**Port wiring**

The bar under the picture is 20 um long.
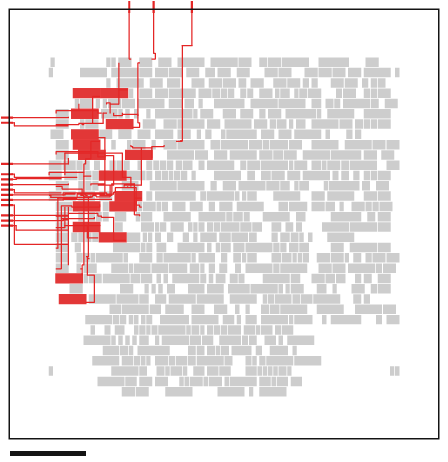
**Where the registers sit**

The bar under the picture is 20 um long. Other sequential cells in the stronger grey, the rest of the logic in the fainter grey.
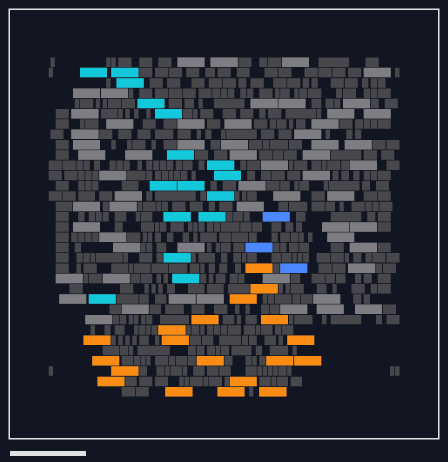
**Metal 1**

The bar under the picture is 20 um long. Supply wires on this layer in grey.
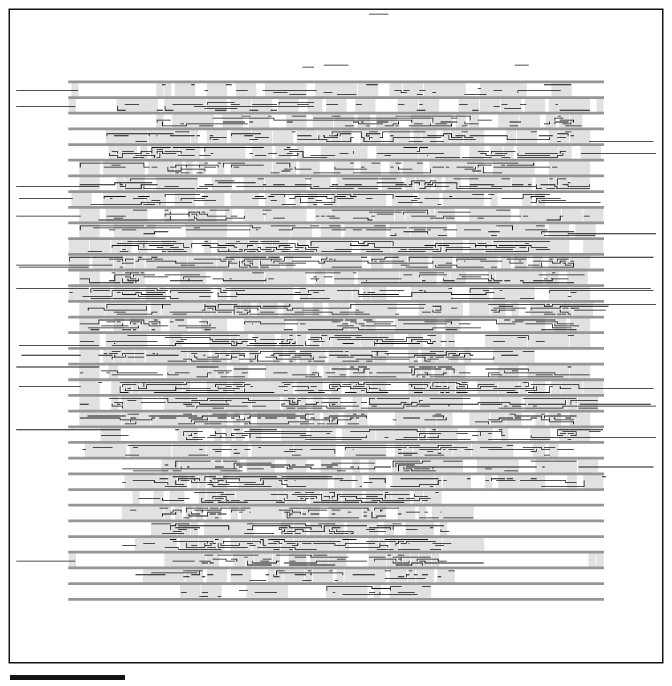
**Wiring by layer**

Only two layers are drawn.
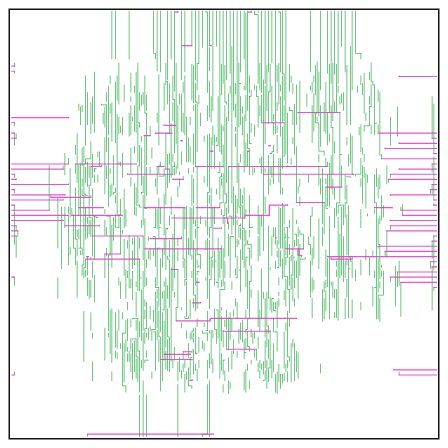
**Track usage over the die**

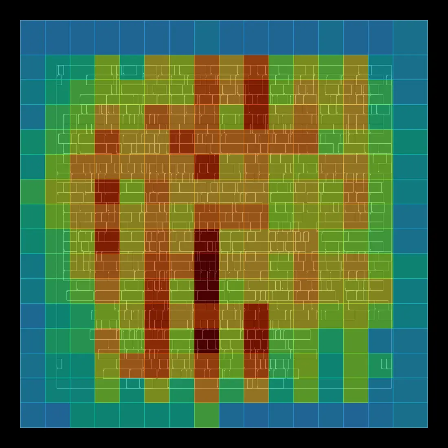
--- src/rtl/uart_div_pkg.sv ---
// Shared definitions for the UART-to-divider frame sequencer.
// State encoding, frame geometry and byte-lane helpers.
package uart_div_pkg;

    localparam int FRAME_BYTES  = 4;
    localparam int ACK_WAIT_CYC = 4;

    localparam logic [1:0] POS_A_LO = 2'd0;
    localparam logic [1:0] POS_A_HI = 2'd1;
    localparam logic [1:0] POS_B_LO = 2'd2;
    localparam logic [1:0] POS_B_HI = 2'd3;

    typedef enum logic [2:0] {
        COLLECT,
        CHECK,
        DIV_WAIT,
        TX_LOAD,
        TX_ACK,
        TX_DRAIN
    } state_t;

    function automatic logic [7:0] frame_byte(
        input logic [31:0] w,
        input logic [1:0]  k
    );
        return w[{k, 3'b000} +: 8];
    endfunction

endpackage

--- src/rtl/byte_tx_seq.sv ---
// Streams a 4-byte little-endian word to the UART transmitter,
// one byte per busy handshake.
module byte_tx_seq
    import uart_div_pkg::*;
(
    input  logic        clk,
    input  logic        rst,
    input  logic        go_i,
    input  logic [31:0] word_i,
    input  logic        tx_busy_i,
    output logic        tx_start_o,
    output logic [7:0]  tx_data_o,
    output logic        done_o
);

    state_t     state_q, state_d;
    logic [1:0] k_q, k_d;
    logic [1:0] ack_q, ack_d;

    always_ff @(posedge clk) begin
        if (!rst) begin
            state_q <= COLLECT;
            k_q     <= '0;
            ack_q   <= '0;
        end else begin
            state_q <= state_d;
            k_q     <= k_d;
            ack_q   <= ack_d;
        end
    end

    // COLLECT doubles as the idle state of this loop
    always_comb begin
        state_d    = state_q;
        k_d        = k_q;
        ack_d      = ack_q;
        tx_start_o = 1'b0;
        done_o     = 1'b0;
        unique case (state_q)
            COLLECT: begin
                if (go_i) begin
                    k_d     = '0;
                    state_d = TX_LOAD;
                end
            end
            TX_LOAD: begin
                if (!tx_busy_i) begin
                    tx_start_o = 1'b1;
                    ack_d      = '0;
                    state_d    = TX_ACK;
                end
            end
            TX_ACK: begin
                if (tx_busy_i) begin
                    state_d = TX_DRAIN;
                end else if (ack_q == 2'(ACK_WAIT_CYC - 1)) begin
                    state_d = TX_DRAIN;
                end else begin
                    ack_d = ack_q + 2'd1;
                end
            end
            TX_DRAIN: begin
                if (!tx_busy_i) begin
                    if (k_q == 2'(FRAME_BYTES - 1)) begin
                        done_o  = 1'b1;
                        k_d     = '0;
                        state_d = COLLECT;
                    end else begin
                        k_d     = k_q + 2'd1;
                        state_d = TX_LOAD;
                    end
                end
            end
            default: state_d = COLLECT;
        endcase
    end

    assign tx_data_o = frame_byte(word_i, k_q);

endmodule

--- src/rtl/uart_div_sched.sv ---
// Collects a 4-byte operand frame, runs the shared divider and
// hands the 4-byte result frame to the transmit sequencer.
module uart_div_sched
    import uart_div_pkg::*;
#(
    parameter int                 BIT_MAX     = 16,
    parameter int                 TIMEOUT_CYC = 434000,
    parameter logic [BIT_MAX-1:0] DZ_QUOT     = 16'hFFFF
) (
    input  logic               clk,
    input  logic               rst,
    input  logic               rx_valid,
    input  logic [7:0]         rx_data,
    output logic               div_start,
    output logic [BIT_MAX-1:0] div_a,
    output logic [BIT_MAX-1:0] div_b,
    input  logic               div_done,
    input  logic [BIT_MAX-1:0] div_q,
    input  logic [BIT_MAX-1:0] div_r,
    output logic               tx_start,
    output logic [7:0]         tx_data,
    input  logic               tx_busy,
    output logic [23:0]        y_to_led,
    output logic               dz_err,
    output logic               ovr_err,
    output logic               busy
);

    localparam int               TO_W    = $clog2(TIMEOUT_CYC);
    localparam logic [TO_W-1:0]  TO_LAST = TO_W'(TIMEOUT_CYC - 1);

    state_t             state_q, state_d;
    logic [1:0]         cnt_q, cnt_d;
    logic [TO_W-1:0]    to_q, to_d;
    logic [BIT_MAX-1:0] a_q, a_d, b_q, b_d;
    logic [BIT_MAX-1:0] q_q, q_d, r_q, r_d;
    logic [BIT_MAX-1:0] led_q, led_d;
    logic               dz_q, dz_d;
    logic               ovr_q, ovr_d;
    logic               start_q, start_d;
    logic               go, tx_done, to_fire;
    logic               st_en;
    logic [1:0]         st_pos;

    always_ff @(posedge clk) begin
        if (!rst) begin
            state_q <= COLLECT;
            cnt_q   <= '0;
            to_q    <= '0;
            a_q     <= '0;
            b_q     <= '0;
            q_q     <= '0;
            r_q     <= '0;
            led_q   <= '0;
            dz_q    <= 1'b0;
            ovr_q   <= 1'b0;
            start_q <= 1'b0;
        end else begin
            state_q <= state_d;
            cnt_q   <= cnt_d;
            to_q    <= to_d;
            a_q     <= a_d;
            b_q     <= b_d;
            q_q     <= q_d;
            r_q     <= r_d;
            led_q   <= led_d;
            dz_q    <= dz_d;
            ovr_q   <= ovr_d;
            start_q <= start_d;
        end
    end

    assign to_fire = (cnt_q != '0) && (to_q == TO_LAST);

    always_comb begin
        state_d = state_q;
        cnt_d   = cnt_q;
        to_d    = to_q;
        a_d     = a_q;
        b_d     = b_q;
        q_d     = q_q;
        r_d     = r_q;
        led_d   = led_q;
        dz_d    = dz_q;
        ovr_d   = ovr_q;
        start_d = 1'b0;
        go      = 1'b0;
        st_en   = 1'b0;
        st_pos  = cnt_q;
        unique case (state_q)
            COLLECT: begin
                // an expiring timeout restarts the frame with this byte
                if (to_fire) begin
                    to_d  = '0;
                    cnt_d = '0;
                    if (rx_valid) begin
                        st_en  = 1'b1;
                        st_pos = POS_A_LO;
                        cnt_d  = 2'd1;
                        dz_d   = 1'b0;
                        ovr_d  = 1'b0;
                    end
                end else if (rx_valid) begin
                    st_en = 1'b1;
                    to_d  = '0;
                    if (cnt_q == POS_A_LO) begin
                        dz_d  = 1'b0;
                        ovr_d = 1'b0;
                    end
                    if (cnt_q == 2'(FRAME_BYTES - 1)) begin
                        cnt_d   = '0;
                        state_d = CHECK;
                    end else begin
                        cnt_d = cnt_q + 2'd1;
                    end
                end else if (cnt_q != '0) begin
                    to_d = to_q + TO_W'(1);
                end
            end
            CHECK: begin
                if (b_q == '0) begin
                    q_d     = DZ_QUOT;
                    r_d     = a_q;
                    led_d   = DZ_QUOT;
                    dz_d    = 1'b1;
                    go      = 1'b1;
                    state_d = TX_LOAD;
                end else begin
                    start_d = 1'b1;
                    state_d = DIV_WAIT;
                end
            end
            DIV_WAIT: begin
                if (div_done) begin
                    q_d     = div_q;
                    r_d     = div_r;
                    led_d   = div_q;
                    go      = 1'b1;
                    state_d = TX_LOAD;
                end
            end
            TX_LOAD: begin
                if (tx_done) begin
                    cnt_d   = '0;
                    state_d = COLLECT;
                end
            end
            default: state_d = COLLECT;
        endcase

        if (rx_valid && (state_q != COLLECT)) begin
            ovr_d = 1'b1;
        end

        if (st_en) begin
            unique case (st_pos)
                POS_A_LO: a_d[7:0]  = rx_data;
                POS_A_HI: a_d[15:8] = rx_data;
                POS_B_LO: b_d[7:0]  = rx_data;
                POS_B_HI: b_d[15:8] = rx_data;
            endcase
        end
    end

    byte_tx_seq u_tx (
        .clk        (clk),
        .rst        (rst),
        .go_i       (go),
        .word_i     ({r_q, q_q}),
        .tx_busy_i  (tx_busy),
        .tx_start_o (tx_start),
        .tx_data_o  (tx_data),
        .done_o     (tx_done)
    );

    assign div_start = start_q;
    assign div_a     = a_q;
    assign div_b     = b_q;
    assign y_to_led  = {{(24 - BIT_MAX){1'b0}}, led_q};
    assign dz_err    = dz_q;
    assign ovr_err   = ovr_q;
    assign busy      = (state_q != COLLECT);

endmodule

--- config.mk ---
export PLATFORM = sky130hd
export DESIGN_NAME = uart_div_sched
export DESIGN_NICKNAME = d
export VERILOG_FILES = /design/src/rtl/uart_div_pkg.sv /design/src/rtl/byte_tx_seq.sv /design/src/rtl/uart_div_sched.sv
export SDC_FILE = /design/constraint.sdc
export NUM_CORES = 1
export LEC_CHECK = 0
export CORE_MARGIN = 10
export CORE_UTILIZATION = 54
export CTS_CLUSTER_DIAMETER = 120
export DETAILED_ROUTE_END_ITERATION = 8
export GPL_ROUTABILITY_DRIVEN = 0
export PLACE_DENSITY = 0.86
export REMOVE_ABC_BUFFERS = 1
export SLEW_MARGIN = 20
export SYNTH_ARGS = -nofsm -noshare
export SYNTH_HDL_FRONTEND = slang
export SYNTH_SLANG_ARGS = --single-unit
--- constraint.sdc ---
create_clock -name clk -period 4.3 [get_ports clk]
set_input_delay 1.29 -clock clk [delete_from_list [all_inputs] [get_ports clk]]
set_output_delay 1.29 -clock clk [all_outputs]
set_load 0.005 [all_outputs]
==> impl_metrics.yaml <==
# flow metrics
timing:
  period_needed_ns: 3.87
  fin_tns_setup_ns: 0
  whs_ns: 0.491
  period_used_share: 0.899
  hold_violations: 0
  relSlewSlack: 0.520
cells_and_area:
  layout.cells.most_common_list: "clkdlybuf4s50_1, dfxtp_1, nor2_1"
  layout-drive-gt1-share: 0.0699
  lay_top_count: "clkdlybuf4s50_1"
  dominant-cell-class: "multi-input combinational cells"
  syn_to_final_growth_pct: 27.2
  nNetsFinal: 664
  layoutNonFillerInstCount: 720
  flops: 97
  comb_area_mm2: 0.00256
  buf_share: 0.183
  final_area_mm2: 0.00595
  n_all_inverters: 10
run_status:
  status: "finished, final reports clean"
global_route:
  overflow: 0
  antenna_found_initial: 0
  grt_pass1_wl_um: 20800
pwr:
  p_seq_mw: 1.13
  clkPwrFrac: 0.238
  p_comb_frac: 0.313
  p_int_mw: 1.69
  power_density_mw_per_mm2: 424
  p_sw_mw: 0.830
  p_leak_nw: 2.00
  power_mw: 2.52
route:
  dr_wl_met3_um: 843
  drt_iter0_drc: 272
  wl_met2_um: 6310
  avgViaCountPerCell: 5.81
  topRoutingLayerUsed: "met4"
synth:
  top_cell: "dfxtp_1"
  postSynthAreaPerCell_um2: 9.07
  synthFlopType: "dfxtp_1"
  top_logic_kind: "simple AND/OR/NAND/NOR gates"
  ys_chip_area_mm2: 0.00468
  adder_share: 0.0241
  top_cell_area_share: 0.415
  ys_cells: 516
clock_tree:
  cts_sinks: 97
  root_buffer: "clkbuf_8"
  post-cts-setup-buffer-count: 0
  clk_pin_slew_worst_paths_ns: 0.09
critical_path:
  reg2reg_to: "to_q[2]"
  critPathKind: "in -> out"
  cp.depth: 3
  critPathMaxStageDelay_ns: 0.55
  cp_slowest_cell: "clkdlybuf4s50_1"
  worst_path_most_repeated_cell: "clkdlybuf4s50_1"
  r2r_start: "cnt_q[0]"
floorplanning:
  nWellTaps: 105
  core-area_mm2: 0.00834
  row_count: 33
min_path:
  min-delay-start: "led_q[3]"
  whs_path_depth: 2
  hold_path_end: "led_q[3]"
  hp-class: "reg -> reg"
placement:
  post-dp-hpwl_um: 9630
  dp_cells: 704
run:
  warning_count: 29
## Picture notes: 'port wiring'
port	colour	direction	end cells	buffers	wire
div_b	red	output	16	16	789 um
# port buffers: 105
num ports: 114

## Picture notes: 'where the registers sit'
netlist name	colour	placed flops
div_a	cyan	16
to_q	orange	19
u_tx.state_q	blue	3
sequential share of cell area: 0.326
Flop area: 0.00194 mm^2

## Picture notes: 'metal 1'
wire length on this layer	5540 um
nets with wire on the layer	605
longest straight run	50.6 um
GR Layer Usage met1: 0.242
WL final: 13000 um
vias: 4186

## Picture notes: 'wiring by layer'
layer	colour	wire length
metal 2	green	6310 um
metal 3	magenta	843 um
all-layer global routing usage: 0.196
WL/cell: 18.1 um

## Picture notes: 'track usage over the die'
post-layout util: 0.714
met3 Use GR: 0.0576
grt met2 use: 0.319
GR peak layer: met2

Power is estimated from default activity; no workload was simulated.
